util_map.png
19 x 19 tiles, from dark blue (low) to red (high), 0 to 100% covered.
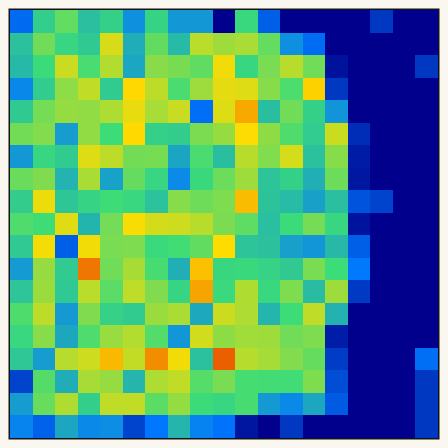
clock_wires.png
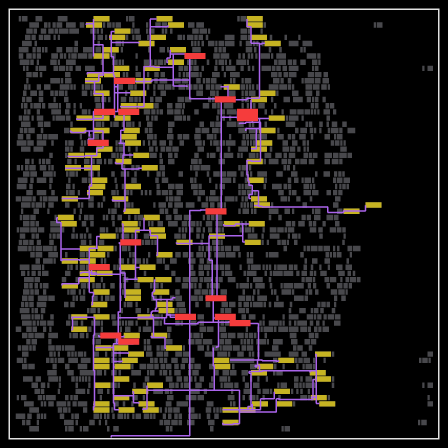
gates.png
The bar under the picture is 50 um long.
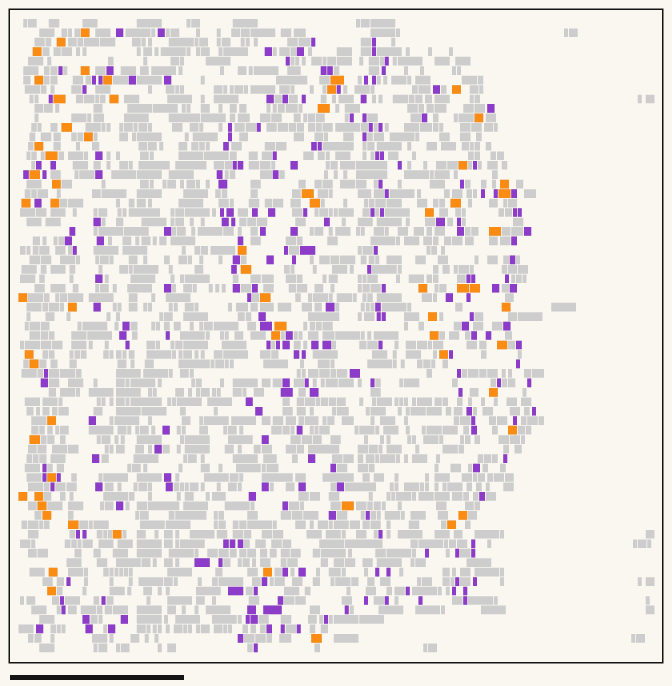
layers.png
The bar under the picture is 50 um long.
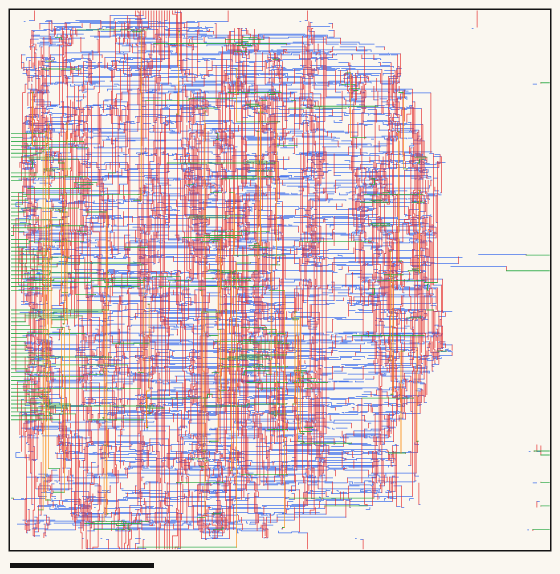
==> config.mk <==
export PLATFORM = sky130hd
export DESIGN_NAME = pon_burst_timing_ctrl
export DESIGN_NICKNAME = d
export VERILOG_FILES = /design/src/rtl/pon_burst_timing_ctrl.sv
export SDC_FILE = /design/constraint.sdc
export NUM_CORES = 1
export LEC_CHECK = 0
export CAP_MARGIN = 40
export CORE_MARGIN = 2
export CORE_UTILIZATION = 40
export CTS_CLUSTER_DIAMETER = 50
export DETAILED_ROUTE_END_ITERATION = 10
export DONT_BUFFER_PORTS = 1
export GPL_TIMING_DRIVEN = 0
export PLACE_DENSITY_LB_ADDON = 0.25
export SLEW_MARGIN = 0
export SYNTH_ARGS = -nofsm -noshare
export SYNTH_HDL_FRONTEND = slang
export SYNTH_SLANG_ARGS = --single-unit
==> constraint.sdc <==
create_clock -name hb0_gtwiz_userclk_tx_usrclk2_int -period 11 [get_ports hb0_gtwiz_userclk_tx_usrclk2_int]
set_input_delay 2.2 -clock hb0_gtwiz_userclk_tx_usrclk2_int [delete_from_list [all_inputs] [get_ports hb0_gtwiz_userclk_tx_usrclk2_int]]
set_output_delay 2.2 -clock hb0_gtwiz_userclk_tx_usrclk2_int [all_outputs]
set_load 0.02 [all_outputs]
==> src/rtl/pon_burst_timing_ctrl.sv <==
// Upstream PON burst envelope generator: shadows VIO config at period boundaries, outputs registered from next-state.
// Optional burst counter under `PON_BURST_STATS_EN`; otherwise burst_count is tied to zero.
module pon_burst_timing_ctrl (
  input  logic        hb0_gtwiz_userclk_tx_usrclk2_int,
  input  logic        hb0_burst_reset_n_int,
  input  logic [31:0] preamble_length_vio_int,
  input  logic [31:0] burst_length_vio_int,
  input  logic [31:0] burst_period_vio_int,
  input  logic        b2bcontrol,
  output logic        tx_burst_en,
  output logic        preamble_active,
  output logic        data_active,
  output logic        burst_start,
  output logic        cfg_error,
  output logic [15:0] burst_count
);

  typedef enum logic [2:0] {
    ST_IDLE,
    ST_PREAMBLE,
    ST_DATA,
    ST_GUARD,
    ST_CONT
  } state_e;

  state_e      state_q, state_d;
  logic [31:0] p_s_q, p_s_d;
  logic [31:0] b_s_q, b_s_d;
  logic [31:0] t_s_q, t_s_d;
  logic [31:0] period_cnt_q, period_cnt_d;
  logic        cfg_error_q, cfg_error_d;
  logic        preamble_active_q, preamble_active_d;
  logic        data_active_q, data_active_d;
  logic        tx_burst_en_q, tx_burst_en_d;
  logic        burst_start_q, burst_start_d;

  logic [32:0] cfg_sum;
  logic [32:0] win_end_s;
  logic        cfg_valid;
  logic        in_burst;
  logic        boundary;
  logic        period_start;

  // P+B is formed in 33 bits so large VIO values cannot wrap into a "valid" config.
  always_comb begin
    cfg_sum   = {1'b0, preamble_length_vio_int} + {1'b0, burst_length_vio_int};
    cfg_valid = (burst_period_vio_int != 32'd0) && (cfg_sum <= {1'b0, burst_period_vio_int});
    win_end_s = {1'b0, p_s_q} + {1'b0, b_s_q};
    in_burst  = (state_q == ST_PREAMBLE) || (state_q == ST_DATA) || (state_q == ST_GUARD);
    boundary  = (state_q == ST_IDLE) ||
                (in_burst && (period_cnt_q == t_s_q - 32'd1));
  end

  always_comb begin
    state_d      = state_q;
    p_s_d        = p_s_q;
    b_s_d        = b_s_q;
    t_s_d        = t_s_q;
    period_cnt_d = period_cnt_q;
    cfg_error_d  = 1'b0;
    period_start = 1'b0;

    if (state_q == ST_CONT) begin
      if (!b2bcontrol) begin
        state_d = ST_IDLE;
      end
    end else if (boundary) begin
      p_s_d        = preamble_length_vio_int;
      b_s_d        = burst_length_vio_int;
      t_s_d        = burst_period_vio_int;
      period_cnt_d = 32'd0;
      if (b2bcontrol) begin
        state_d = ST_CONT;
      end else if (!cfg_valid) begin
        state_d     = ST_IDLE;
        cfg_error_d = 1'b1;
      end else if (preamble_length_vio_int != 32'd0) begin
        state_d      = ST_PREAMBLE;
        period_start = 1'b1;
      end else if (burst_length_vio_int != 32'd0) begin
        state_d      = ST_DATA;
        period_start = 1'b1;
      end else begin
        state_d = ST_GUARD;
      end
    end else begin
      period_cnt_d = period_cnt_q + 32'd1;
      case (state_q)
        ST_PREAMBLE: begin
          if (period_cnt_q == p_s_q - 32'd1) begin
            state_d = (b_s_q != 32'd0) ? ST_DATA : ST_GUARD;
          end
        end
        ST_DATA: begin
          if ({1'b0, period_cnt_q} == win_end_s - 33'd1) begin
            state_d = ST_GUARD;
          end
        end
        default: begin
        end
      endcase
    end
  end

  // Outputs decode the next state so they line up with the state they describe.
  always_comb begin
    preamble_active_d = (state_d == ST_PREAMBLE);
    data_active_d     = (state_d == ST_DATA) || (state_d == ST_CONT);
    tx_burst_en_d     = preamble_active_d || data_active_d;
    burst_start_d     = period_start;
  end

  always_ff @(posedge hb0_gtwiz_userclk_tx_usrclk2_int) begin
    if (!hb0_burst_reset_n_int) begin
      state_q           <= ST_IDLE;
      p_s_q             <= 32'd0;
      b_s_q             <= 32'd0;
      t_s_q             <= 32'd0;
      period_cnt_q      <= 32'd0;
      cfg_error_q       <= 1'b0;
      preamble_active_q <= 1'b0;
      data_active_q     <= 1'b0;
      tx_burst_en_q     <= 1'b0;
      burst_start_q     <= 1'b0;
    end else begin
      state_q           <= state_d;
      p_s_q             <= p_s_d;
      b_s_q             <= b_s_d;
      t_s_q             <= t_s_d;
      period_cnt_q      <= period_cnt_d;
      cfg_error_q       <= cfg_error_d;
      preamble_active_q <= preamble_active_d;
      data_active_q     <= data_active_d;
      tx_burst_en_q     <= tx_burst_en_d;
      burst_start_q     <= burst_start_d;
    end
  end

  assign tx_burst_en     = tx_burst_en_q;
  assign preamble_active = preamble_active_q;
  assign data_active     = data_active_q;
  assign burst_start     = burst_start_q;
  assign cfg_error       = cfg_error_q;

`ifdef PON_BURST_STATS_EN
  logic [15:0] burst_count_q, burst_count_d;

  always_comb begin
    burst_count_d = burst_count_q + {15'd0, burst_start_d};
  end

  always_ff @(posedge hb0_gtwiz_userclk_tx_usrclk2_int) begin
    if (!hb0_burst_reset_n_int) begin
      burst_count_q <= 16'h0000;
    end else begin
      burst_count_q <= burst_count_d;
    end
  end

  assign burst_count = burst_count_q;
`else
  assign burst_count = 16'h0000;
`endif

endmodule
==> impl_metrics.xml <==
<?xml version="1.0" encoding="UTF-8"?>
<metrics>
  <group name="outcome">
    <metric name="status" unit="">finished clean</metric>
  </group>
  <group name="final_timing">
    <metric name="grt_setup_unrepaired" unit="">false</metric>
    <metric name="max_slew.worst_pin.slew" unit="ns">0.844</metric>
    <metric name="timing.final.crit_period" unit="ns">8.18</metric>
    <metric name="final_total_negative_setup_slack" unit="ns">0</metric>
    <metric name="number_of_pins_with_negative_max_slew_slack_in_the_final_report" unit="">0</metric>
    <metric name="worst_slack" unit="ns">2.82</metric>
    <metric name="slew_headroom" unit="">0.432</metric>
    <metric name="fmaxAchievable" unit="MHz">122</metric>
    <metric name="finalHoldWorstSlack" unit="ns">0.487</metric>
  </group>
  <group name="finish">
    <metric name="final_cell_mix" unit="">271 x nand2_1, 194 x inv_1, 136 x dfxtp_1, 130 x ha_1, 112 x nor2_1</metric>
    <metric name="post-route-util" unit="">0.439</metric>
    <metric name="antennaDiodeCount" unit="">0</metric>
    <metric name="layoutNonFillerInstCount" unit="">2351</metric>
    <metric name="combAreaFraction" unit="">0.656</metric>
    <metric name="synthToLayoutAreaGrowth" unit="%">8.88</metric>
    <metric name="nClkBuffers" unit="">17</metric>
    <metric name="num-multi-input-gates" unit="">1441</metric>
    <metric name="non_clock_buffer_area_share" unit="">0.0315</metric>
  </group>
  <group name="synthesis">
    <metric name="portion_of_netlist_area_occupied_by_mux_cells" unit="">0.0127</metric>
    <metric name="xor_share" unit="">0.114</metric>
    <metric name="ys_chip_area" unit="sq um">13500</metric>
    <metric name="adder_share" unit="">0.124</metric>
    <metric name="yosys.area_share.aoi" unit="">0.211</metric>
    <metric name="ys_cells" unit="">1854</metric>
    <metric name="synth_cell_types" unit="">80</metric>
    <metric name="ys_sh_simple" unit="">0.249</metric>
    <metric name="netlist.top_cell.by_area" unit="">dfxtp_1</metric>
    <metric name="synth_async_sr_flop_share" unit="">0</metric>
  </group>
  <group name="power_and_ir_drop">
    <metric name="powerSeq" unit="mW">0.590</metric>
    <metric name="power_report.internal_total" unit="mW">1.25</metric>
    <metric name="switchingPower" unit="mW">0.928</metric>
    <metric name="clk-power" unit="mW">0.565</metric>
    <metric name="vdd_ir_drop_max" unit="mV">0.0922</metric>
    <metric name="clkPwrFrac" unit="">0.260</metric>
    <metric name="switching_share" unit="">0.427</metric>
    <metric name="power.static_leakage" unit="nW">6.16</metric>
  </group>
  <group name="setup_path">
    <metric name="critical_path_cell_count" unit="">24</metric>
    <metric name="crit_type" unit="">primary input to flip-flop</metric>
    <metric name="path_cells" unit="">ha_1, inv_1, fa_1, nand2b_1, a211o_1, a41oi_1, a211oi_1, o21ai_0, o21ai_0, nand2_1, xor2_1, ha_1, nand4_1, nor4_1, buf_2, o21ai_0, a31oi_1, o211a_1, a311oi_1, nor2b_1, and3_1, a211o_2, a2111oi_0, a211oi_1</metric>
    <metric name="worst-path-buf-inv" unit="">2</metric>
    <metric name="worst_ep_required_time" unit="ns">11.28</metric>
    <metric name="reg2reg_depth" unit="">16</metric>
    <metric name="path_common_cell" unit="">o21ai_0</metric>
    <metric name="crit_path_max_incr_delay" unit="ns">0.52</metric>
    <metric name="cp-startpoint" unit="">preamble_length_vio_int[0]</metric>
    <metric name="regToRegStartpoint" unit="">p_s_q[2]</metric>
    <metric name="crit_path_end_kind" unit="">flip-flop</metric>
    <metric name="critical_path_arrival" unit="ns">8.46</metric>
    <metric name="cp-endpoint" unit="">tx_burst_en</metric>
  </group>
  <group name="drt">
    <metric name="highest_layer" unit="">met4</metric>
    <metric name="post-route-drc-count" unit="">0</metric>
    <metric name="avgViaCountPerCell" unit="">5.62</metric>
    <metric name="routed-wl-met2" unit="mm">20.6</metric>
    <metric name="detail_route.iter0.violations" unit="">955</metric>
    <metric name="dr.pass1.iters" unit="">7</metric>
  </group>
  <group name="cts">
    <metric name="ctsHoldBuffers" unit="">0</metric>
    <metric name="clk_root_buffer_cell" unit="">clkbuf_16</metric>
    <metric name="clkSlewWorstSetupHoldPaths" unit="ns">0.07</metric>
    <metric name="post_cts_resize_count" unit="">0</metric>
    <metric name="clock.latency.late_pin" unit="ns">0.44</metric>
    <metric name="cts.repair_timing.setup_buffer_count" unit="">0</metric>
    <metric name="cts.sinks" unit="">136</metric>
    <metric name="ctsHtreeMaxLevel" unit="">4</metric>
  </group>
  <group name="placement">
    <metric name="detailed_place_hpwl" unit="mm">37.8</metric>
    <metric name="placedCellCount" unit="">2319</metric>
    <metric name="io_buf_count" unit="">0</metric>
  </group>
  <group name="global_route">
    <metric name="grt_use_met1" unit="">0.318</metric>
    <metric name="global_route.usage.total" unit="">0.253</metric>
    <metric name="grt.overflow.total" unit="">0</metric>
    <metric name="grt.met2_usage" unit="">0.420</metric>
    <metric name="grt_pass1_vias" unit="">12634</metric>
  </group>
  <group name="min_path">
    <metric name="min_delay_worst_endpoint" unit="">b_s_q[26]</metric>
    <metric name="timing.hold.worst.start" unit="">b_s_q[26]</metric>
  </group>
  <group name="die">
    <metric name="die_area" unit="sq um">35100</metric>
  </group>
  <group name="job">
    <metric name="warnings" unit="">26</metric>
  </group>
</metrics>
Notes on util_map.png above:
fullest tile: 89%
nearly empty tiles: 19%
tiles over 75% full: 3.0%

Notes on clock_wires.png above:
legend:
  red:
    item: clock-net drivers
    count: 17
  yellow:
    item: flip-flops
    count: 136
  purple:
    item: clock wires
    length: 2000 um
routed clock nets: 18

Notes on gates.png above:
legend:
  purple:
    family: nor cells
    cells: 235
  orange:
    family: non-inverting ao/oa cells
    cells: 64
    where: all over the die

Notes on layers.png above:
legend:
  blue:
    layer: M1
    wire_length: 19900 um
  red:
    layer: M2
    wire_length: 20.6 mm
  orange:
    layer: M4
    wire_length: 2240 um
  green:
    layer: M3
    wire_length: 2730 um
DR WL/cell: 19.3 um
total wire length: 45.5 mm

Power figures rest on the tool's default switching activity, not on a simulated workload.
